port_trees.png
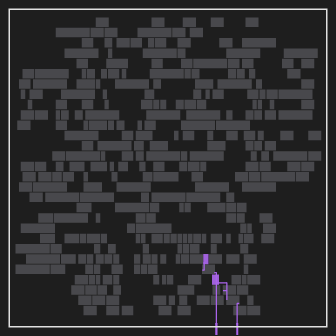
m1.png
Supply wires on this layer in gray.
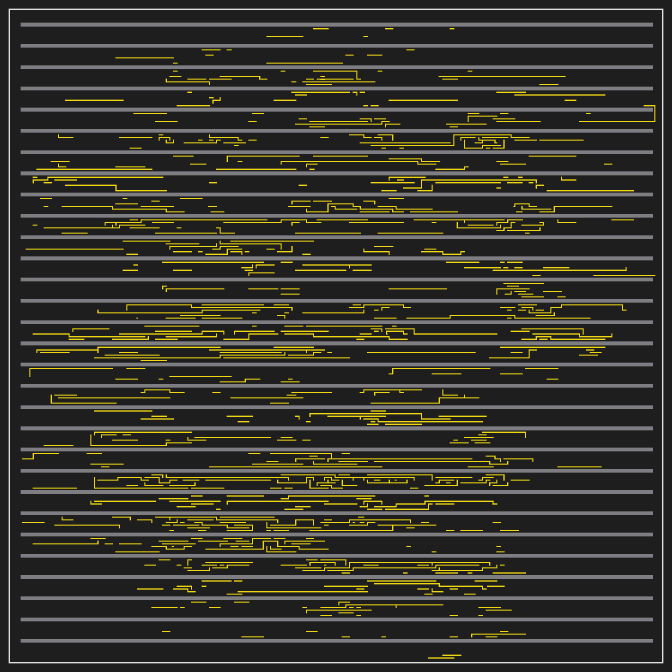
util_map.png
The die is cut into 8 by 8 equal tiles; white is low, dark blue is high, 0 to 100% covered.
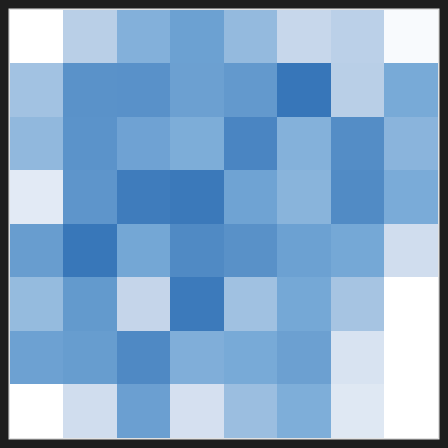
congestion_map.png
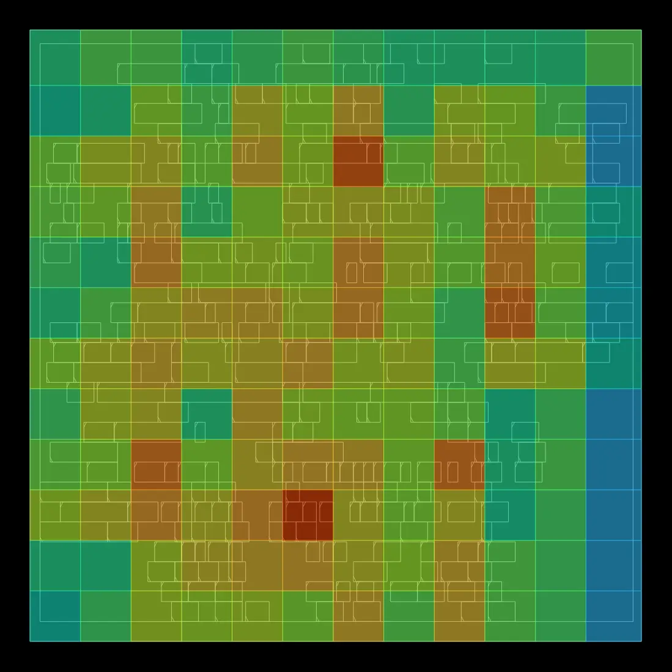
class_map.png
Scale bar: 20 um. Fill, decap, tap and diode cells in gray.
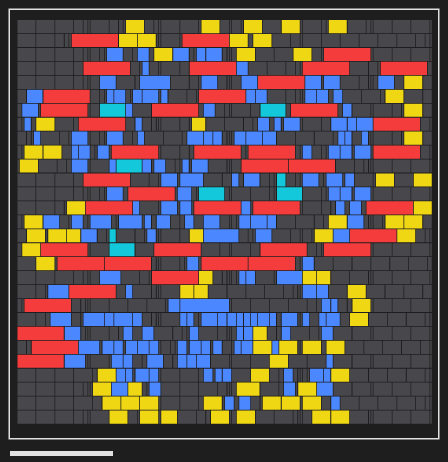
--- config.mk ---
export PLATFORM = sky130hd
export DESIGN_NAME = main_ctrl_fsm_flat
export DESIGN_NICKNAME = d
export VERILOG_FILES = /design/src/rtl/main_ctrl_fsm_pkg.sv /design/src/rtl/main_ctrl_fsm_if.sv /design/src/rtl/main_ctrl_fsm_out_decode.sv /design/src/rtl/main_ctrl_fsm.sv /design/src/flat_wrapper.sv
export SDC_FILE = /design/constraint.sdc
export NUM_CORES = 1
export LEC_CHECK = 0
export ABC_CLOCK_PERIOD_IN_PS = 3600
export CAP_MARGIN = 20
export CORE_UTILIZATION = 35
export CTS_CLUSTER_SIZE = 24
export DETAILED_ROUTE_END_ITERATION = 16
export PLACE_DENSITY = 0.57
export SLEW_MARGIN = 20
export SYNTH_ARGS = -nofsm -noshare
export SYNTH_HDL_FRONTEND = slang
export SYNTH_SLANG_ARGS = --single-unit
--- constraint.sdc ---
create_clock -name clk -period 3.6 [get_ports clk]
set_input_delay 0.9 -clock clk [delete_from_list [all_inputs] [get_ports clk]]
set_output_delay 0.9 -clock clk [all_outputs]
set_load 0.01 [all_outputs]
--- src/rtl/main_ctrl_fsm_pkg.sv ---
// rtl/main_ctrl_fsm_pkg.sv - shared encodings for the multi-cycle main control FSM
package ctrl_pkg;

  typedef enum logic [3:0] {
    ST_FETCH    = 4'd0,
    ST_DECODE   = 4'd1,
    ST_MEM_ADDR = 4'd2,
    ST_MEM_RD   = 4'd3,
    ST_MEM_WB   = 4'd4,
    ST_MEM_WR   = 4'd5,
    ST_R_EXEC   = 4'd6,
    ST_R_WB     = 4'd7,
    ST_BRANCH   = 4'd8,
    ST_JUMP     = 4'd9,
    ST_I_EXEC   = 4'd10,
    ST_I_WB     = 4'd11
  } state_t;

  localparam logic [5:0] OP_RTYPE = 6'b000000;
  localparam logic [5:0] OP_LW    = 6'b100011;
  localparam logic [5:0] OP_SW    = 6'b101011;
  localparam logic [5:0] OP_BEQ   = 6'b000100;
  localparam logic [5:0] OP_J     = 6'b000010;
  localparam logic [5:0] OP_ADDIU = 6'b001001;

  localparam logic [1:0] ALUOP_ADD   = 2'b00;
  localparam logic [1:0] ALUOP_SUB   = 2'b01;
  localparam logic [1:0] ALUOP_FUNCT = 2'b10;

  localparam logic [1:0] SRCB_REG     = 2'b00;
  localparam logic [1:0] SRCB_FOUR    = 2'b01;
  localparam logic [1:0] SRCB_IMM     = 2'b10;
  localparam logic [1:0] SRCB_IMM_SH2 = 2'b11;

  localparam logic [1:0] PCSRC_ALU    = 2'b00;
  localparam logic [1:0] PCSRC_ALUOUT = 2'b01;
  localparam logic [1:0] PCSRC_JUMP   = 2'b10;

endpackage

--- src/rtl/main_ctrl_fsm_if.sv ---
// rtl/main_ctrl_fsm_if.sv - control-unit to datapath signal bundle
interface main_ctrl_fsm_if #(parameter int CNT_W = 32);
  logic [5:0]       opcode;
  logic             mem_ready;
  logic             pc_write;
  logic             pc_write_cond;
  logic             i_or_d;
  logic             mem_read;
  logic             mem_write;
  logic             ir_write;
  logic             mem_to_reg;
  logic             reg_dst;
  logic             reg_write;
  logic             alu_src_a;
  logic [1:0]       alu_src_b;
  logic [1:0]       alu_ct_op;
  logic [1:0]       pc_source;
  logic [3:0]       state_o;
  logic             instr_done;
  logic             illegal_op;
  logic [CNT_W-1:0] instr_count;

  // Control unit side: reads the instruction opcode and memory handshake.
  modport master (
    input  opcode, mem_ready,
    output pc_write, pc_write_cond, i_or_d, mem_read, mem_write, ir_write,
           mem_to_reg, reg_dst, reg_write, alu_src_a, alu_src_b, alu_ct_op,
           pc_source, state_o, instr_done, illegal_op, instr_count
  );

  // Datapath side: supplies the opcode and memory handshake.
  modport slave (
    output opcode, mem_ready,
    input  pc_write, pc_write_cond, i_or_d, mem_read, mem_write, ir_write,
           mem_to_reg, reg_dst, reg_write, alu_src_a, alu_src_b, alu_ct_op,
           pc_source, state_o, instr_done, illegal_op, instr_count
  );
endinterface

--- src/rtl/main_ctrl_fsm_out_decode.sv ---
// rtl/main_ctrl_fsm_out_decode.sv - Moore output decode for the main control FSM
module ctrl_out_decode
  import ctrl_pkg::*;
(
  input  state_t     state,
  input  logic       mem_ready,
  input  logic       rst,
  output logic       pc_write,
  output logic       pc_write_cond,
  output logic       i_or_d,
  output logic       mem_read,
  output logic       mem_write,
  output logic       ir_write,
  output logic       mem_to_reg,
  output logic       reg_dst,
  output logic       reg_write,
  output logic       alu_src_a,
  output logic [1:0] alu_src_b,
  output logic [1:0] alu_ct_op,
  output logic [1:0] pc_source,
  output logic       instr_done
);

  // State-driven controls; memory-state enables gated by mem_ready, all enables killed in reset.
  always_comb begin
    pc_write      = 1'b0;
    pc_write_cond = 1'b0;
    i_or_d        = 1'b0;
    mem_read      = 1'b0;
    mem_write     = 1'b0;
    ir_write      = 1'b0;
    mem_to_reg    = 1'b0;
    reg_dst       = 1'b0;
    reg_write     = 1'b0;
    alu_src_a     = 1'b0;
    alu_src_b     = SRCB_REG;
    alu_ct_op     = ALUOP_ADD;
    pc_source     = PCSRC_ALU;
    instr_done    = 1'b0;
    case (state)
      ST_FETCH: begin
        mem_read  = 1'b1;
        alu_src_b = SRCB_FOUR;
        ir_write  = mem_ready;
        pc_write  = mem_ready;
      end
      ST_DECODE:   alu_src_b = SRCB_IMM_SH2;
      ST_MEM_ADDR: begin
        alu_src_a = 1'b1;
        alu_src_b = SRCB_IMM;
      end
      ST_MEM_RD: begin
        mem_read = 1'b1;
        i_or_d   = 1'b1;
      end
      ST_MEM_WB: begin
        reg_write  = 1'b1;
        mem_to_reg = 1'b1;
        instr_done = 1'b1;
      end
      ST_MEM_WR: begin
        i_or_d     = 1'b1;
        mem_write  = mem_ready;
        instr_done = mem_ready;
      end
      ST_R_EXEC: begin
        alu_src_a = 1'b1;
        alu_ct_op = ALUOP_FUNCT;
      end
      ST_R_WB: begin
        reg_write  = 1'b1;
        reg_dst    = 1'b1;
        instr_done = 1'b1;
      end
      ST_BRANCH: begin
        alu_src_a     = 1'b1;
        alu_ct_op     = ALUOP_SUB;
        pc_write_cond = 1'b1;
        pc_source     = PCSRC_ALUOUT;
        instr_done    = 1'b1;
      end
      ST_JUMP: begin
        pc_write   = 1'b1;
        pc_source  = PCSRC_JUMP;
        instr_done = 1'b1;
      end
      ST_I_EXEC: begin
        alu_src_a = 1'b1;
        alu_src_b = SRCB_IMM;
      end
      ST_I_WB: begin
        reg_write  = 1'b1;
        instr_done = 1'b1;
      end
      default: ;
    endcase
    if (rst) begin
      pc_write      = 1'b0;
      pc_write_cond = 1'b0;
      mem_read      = 1'b0;
      mem_write     = 1'b0;
      ir_write      = 1'b0;
      reg_write     = 1'b0;
      instr_done    = 1'b0;
    end
  end

endmodule

--- src/rtl/main_ctrl_fsm.sv ---
// rtl/main_ctrl_fsm.sv - multi-cycle main control unit with retired-instruction counter
module main_ctrl_fsm
  import ctrl_pkg::*;
#(
  parameter int CNT_W    = 32,
  parameter bit WAIT_MEM = 1'b1
) (
  input logic            clk,
  input logic            rst,
  main_ctrl_fsm_if.master bus
);

  state_t           state;
  state_t           state_nxt;
  logic [5:0]       op_q;
  logic [CNT_W-1:0] count_q;
  logic             ready;
  logic             done;
  logic             illegal;

  assign ready = WAIT_MEM ? bus.mem_ready : 1'b1;

  // State register; reset aborts any instruction in flight.
  always_ff @(posedge clk or posedge rst) begin
    if (rst) state <= ST_FETCH;
    else     state <= state_nxt;
  end

  // Opcode is captured in DECODE so MEM_ADDR ignores later IR changes.
  always_ff @(posedge clk or posedge rst) begin
    if (rst)                    op_q <= '0;
    else if (state == ST_DECODE) op_q <= bus.opcode;
  end

  // Retired-instruction counter, wraps naturally.
  always_ff @(posedge clk or posedge rst) begin
    if (rst)       count_q <= '0;
    else if (done) count_q <= count_q + CNT_W'(1);
  end

  // Next-state logic and illegal-opcode detection in DECODE.
  always_comb begin
    state_nxt = state;
    illegal   = 1'b0;
    case (state)
      ST_FETCH: if (ready) state_nxt = ST_DECODE;
      ST_DECODE: begin
        case (bus.opcode)
          OP_RTYPE:     state_nxt = ST_R_EXEC;
          OP_LW, OP_SW: state_nxt = ST_MEM_ADDR;
          OP_BEQ:       state_nxt = ST_BRANCH;
          OP_J:         state_nxt = ST_JUMP;
          OP_ADDIU:     state_nxt = ST_I_EXEC;
          default: begin
            state_nxt = ST_FETCH;
            illegal   = 1'b1;
          end
        endcase
      end
      ST_MEM_ADDR: state_nxt = (op_q == OP_LW) ? ST_MEM_RD : ST_MEM_WR;
      ST_MEM_RD:   if (ready) state_nxt = ST_MEM_WB;
      ST_MEM_WR:   if (ready) state_nxt = ST_FETCH;
      ST_R_EXEC:   state_nxt = ST_R_WB;
      ST_I_EXEC:   state_nxt = ST_I_WB;
      default:     state_nxt = ST_FETCH;
    endcase
  end

  ctrl_out_decode u_decode (
    .state         (state),
    .mem_ready     (ready),
    .rst           (rst),
    .pc_write      (bus.pc_write),
    .pc_write_cond (bus.pc_write_cond),
    .i_or_d        (bus.i_or_d),
    .mem_read      (bus.mem_read),
    .mem_write     (bus.mem_write),
    .ir_write      (bus.ir_write),
    .mem_to_reg    (bus.mem_to_reg),
    .reg_dst       (bus.reg_dst),
    .reg_write     (bus.reg_write),
    .alu_src_a     (bus.alu_src_a),
    .alu_src_b     (bus.alu_src_b),
    .alu_ct_op     (bus.alu_ct_op),
    .pc_source     (bus.pc_source),
    .instr_done    (done)
  );

  assign bus.instr_done  = done;
  assign bus.illegal_op  = illegal & ~rst;
  assign bus.state_o     = state;
  assign bus.instr_count = count_q;

endmodule

--- src/flat_wrapper.sv ---
// flat-port wrapper written by rule: the top's interface ports become plain ports
module main_ctrl_fsm_flat import ctrl_pkg::*;
#(
  parameter int CNT_W    = 32,
  parameter bit WAIT_MEM = 1'b1
)
  (clk, rst, bus_opcode, bus_mem_ready, bus_pc_write, bus_pc_write_cond, bus_i_or_d, bus_mem_read, bus_mem_write, bus_ir_write, bus_mem_to_reg, bus_reg_dst, bus_reg_write, bus_alu_src_a, bus_alu_src_b, bus_alu_ct_op, bus_pc_source, bus_state_o, bus_instr_done, bus_illegal_op, bus_instr_count);
  main_ctrl_fsm_if #(.CNT_W(CNT_W)) bus_i ();
  input logic clk;
  input logic rst;
  input wire logic [$bits(bus_i.opcode)-1:0] bus_opcode;
  input wire logic [$bits(bus_i.mem_ready)-1:0] bus_mem_ready;
  output wire logic [$bits(bus_i.pc_write)-1:0] bus_pc_write;
  output wire logic [$bits(bus_i.pc_write_cond)-1:0] bus_pc_write_cond;
  output wire logic [$bits(bus_i.i_or_d)-1:0] bus_i_or_d;
  output wire logic [$bits(bus_i.mem_read)-1:0] bus_mem_read;
  output wire logic [$bits(bus_i.mem_write)-1:0] bus_mem_write;
  output wire logic [$bits(bus_i.ir_write)-1:0] bus_ir_write;
  output wire logic [$bits(bus_i.mem_to_reg)-1:0] bus_mem_to_reg;
  output wire logic [$bits(bus_i.reg_dst)-1:0] bus_reg_dst;
  output wire logic [$bits(bus_i.reg_write)-1:0] bus_reg_write;
  output wire logic [$bits(bus_i.alu_src_a)-1:0] bus_alu_src_a;
  output wire logic [$bits(bus_i.alu_src_b)-1:0] bus_alu_src_b;
  output wire logic [$bits(bus_i.alu_ct_op)-1:0] bus_alu_ct_op;
  output wire logic [$bits(bus_i.pc_source)-1:0] bus_pc_source;
  output wire logic [$bits(bus_i.state_o)-1:0] bus_state_o;
  output wire logic [$bits(bus_i.instr_done)-1:0] bus_instr_done;
  output wire logic [$bits(bus_i.illegal_op)-1:0] bus_illegal_op;
  output wire logic [$bits(bus_i.instr_count)-1:0] bus_instr_count;
  assign bus_i.opcode = bus_opcode;
  assign bus_i.mem_ready = bus_mem_ready;
  assign bus_pc_write = bus_i.pc_write;
  assign bus_pc_write_cond = bus_i.pc_write_cond;
  assign bus_i_or_d = bus_i.i_or_d;
  assign bus_mem_read = bus_i.mem_read;
  assign bus_mem_write = bus_i.mem_write;
  assign bus_ir_write = bus_i.ir_write;
  assign bus_mem_to_reg = bus_i.mem_to_reg;
  assign bus_reg_dst = bus_i.reg_dst;
  assign bus_reg_write = bus_i.reg_write;
  assign bus_alu_src_a = bus_i.alu_src_a;
  assign bus_alu_src_b = bus_i.alu_src_b;
  assign bus_alu_ct_op = bus_i.alu_ct_op;
  assign bus_pc_source = bus_i.pc_source;
  assign bus_state_o = bus_i.state_o;
  assign bus_instr_done = bus_i.instr_done;
  assign bus_illegal_op = bus_i.illegal_op;
  assign bus_instr_count = bus_i.instr_count;
  main_ctrl_fsm #(.CNT_W(CNT_W), .WAIT_MEM(WAIT_MEM)) u_core (.clk(clk), .rst(rst), .bus(bus_i));
endmodule
==> flow_metrics.tcl <==
# flow metrics
set metrics [dict create \
    layout.nets 308 \
    max_freq_mhz 293 \
    tool_warnings 26 \
    maxCapViolations 0 \
    postRouteAntennaNets 0 \
    ctsRootBufferMaster "clkbuf_8" \
    hold_end "u_core.bus.instr_count[31]$_DFFE_PP0P_" \
    track_usage_pct 16.1 \
    irDropWorstVdd_mv 0.259 \
    cts_setup_buffers 0 \
    rrSetupSlack_ps 1400 \
    logic_gates 171 \
    crit_end "bus_ir_write" \
    die_x_um 83.5 \
    crit_path_start "rst" \
    ys.flop_type "dfrtp_1" \
    yosysSeqAreaShare_pct 45.2 \
    finalSetupViolCount 0 \
    synth_warnings 0 \
    postCtsHoldBufs 0 \
    clk_latency_ps 290 \
    powerComb_w 0.000270 \
    drt_pre_antenna_iters 4 \
    grt_max_degree 43 \
    endpoint_kind "primary output" \
    n_antenna_cell 0 \
    sh_seq_area_pct 33.7 \
    largest_area_cell "dfrtp_1" \
    p_leak_nw 1.26 \
    muxShareOfSynthArea_pct 3.39 \
    p_per_area_nw_per_um2 361 \
    num-nonclk-buffers 72 \
    fin_area_um2 3120 \
    clock_skew_ps 6.39 \
    via_per_inst 5.22 \
    clock_power_share_pct 27.0 \
    post-route-period-util_pct 94.8 \
    inverters 6 \
    p_comb_share_pct 24.0 \
    final.clkbuf_count 7 \
    period_minus_slack_ps 3410 \
    pg_clk_w 0.000305 \
    r2r-end "u_core.bus.instr_count[24]$_DFFE_PP0P_" \
    fin_cells 376 \
    status "completed" \
    synthDominantCellAreaShare_pct 45.2 \
    synth-edff-count 0 \
    syn-num-nets 243 \
    clk_pin_slew_ps 80 \
    fp_util_pct 36.4 \
    seq_cells 42 \
    yosys.cell_types.count 43 \
    yosys-stat-area_um2 2320 \
    sequentialPower_w 0.000552 \
    clk_share_pct 2.93 \
    drt_iter0_markers 96 \
    synth_area_um2 2320 \
    comb_share_pct 37.2 \
    synth_xor_xnor_area_share_pct 12.4 \
    cts_tree "built" \
    internal_power_w 0.000815 \
    nonClkBufAreaFrac_pct 22.4 \
    placedInstanceArea_um2 3030 \
    rsz0062_at_grt "no" \
    synth-simple-area-share_pct 27.6 \
    area_growth_pct 34.2 \
    rr_worst_depth 6 \
    adder_share_pct 0.539 \
    syn_avg_cell_area_um2 9.97 \
    antenna_found_initial 0 \
    holdPathStages 1 \
    slew_headroom_pct 52.1 \
    hold_start "u_core.bus.instr_count[31]$_DFFE_PP0P_" \
    async_reset_ff_share_pct 100 \
    vias 1962 \
    worstPathMaxFanout 8 \
]
Notes on port_trees.png above:
- purple: bus_pc_source (direction output; edge south; end cells 2; wire 30.9 um)
Top-Level Pins: 63
# port buffers: 62

Notes on m1.png above:
- share of all routed wire: 49%
- longest straight run: 22.1 um
- wire length on this layer: 2570 um
- main direction: horizontal
- nets with wire on the layer: 269

Notes on util_map.png above:
- fullest tile: 72%
- densest ninth of the die: center
- emptiest ninth of the die: south-east
- nearly empty tiles: 7.8%
- mean over tiles: 43%

Notes on congestion_map.png above:
routed length per placed instance: 14.0 um
met1 GRT Util: 22.2%
met3 Usage GRT: 3.17%
fin util: 48.8%
GRT busiest layer: met2

Notes on class_map.png above:
- red: sequential cells (cells 42; share of their area 35%)
- cyan: clock drivers and dummy loads (cells 8; share of their area 3.0%)
- yellow: remaining buffers and delay cells (cells 72; share of their area 23%)
- blue: remaining logic cells (cells 177; share of their area 39%)

## layer usage
metal	track usage (%)	up-vias	wire length, um
met5	0	-	0
met2	25.5	40	2370
met4	5.08	0	70
met1	22.2	958	2570
li1	-	958	-
met3	3.17	6	253
## through the flow
stage          utilization, %  TNS, ps  total power, W  setup WS, ps  hold slack [ps]
5_1_grt                  48.8        0         0.00120          54.7              504
3_3_place_gp             47.4        0        0.000833          48.5              460
6_report                 48.8        0         0.00113           186              471
2_1_floorplan               -        0        0.000719           148              472
4_1_cts                  48.8        0         0.00114          77.0              478
3_5_place_dp             47.4    -15.3        0.000833         -15.3              467
## worst max-delay path, stage by stage
cell and delay [ps]:
clkdlybuf4s50_1 610, inv_1 150, nand2_1 70, nor4_1 190
clkdlybuf4s50_1 590
## cell usage in the layout (no fill, tap or decap), drive strengths merged, types with 2 or more instances in the layout
cell type and count:
nor3b 4, dfrtp 42, nand3 14, nor2 12
inv 6, xor2 4, nor3 15, and4 3
xnor2 29, and3 7, clkdlybuf4s50 60, clkbuf 7
nand2 18, or2 2, nand4 12, nor4b 2
nand2b 3, buf 10, nor4 9, a21oi 7
o21ai 6, nor2b 2, mux2 7
## cell usage after synthesis, types with 4 or more instances
cell type / n
dfrtp_1: 42
xnor2_1: 29
nand2_1: 18
nand3_1: 14
nor3_1: 14
nand4_1: 12
nor2_1: 12
nor4_1: 9
a21oi_1: 7
mux2_2: 7
and3_1: 6
inv_1: 6
o21ai_0: 6
clkbuf_1: 5
xor2_1: 4
## state kept, by name (all words and copies together), names as in the netlist
name                    cells
u_core.bus.state_o          4
u_core.op_q                 6
u_core.bus.instr_count     32
## cell families after synthesis
group	count (synthesis)
flip-flops	42
AND/OR/NAND/NOR	110
AND-OR/OR-AND	20
XOR/XNOR	33
adder cells (fa/ha/maj)	1
multiplexers	7
buffers and inverters	20
Power figures rest on the tool's default switching activity, not on a simulated workload.
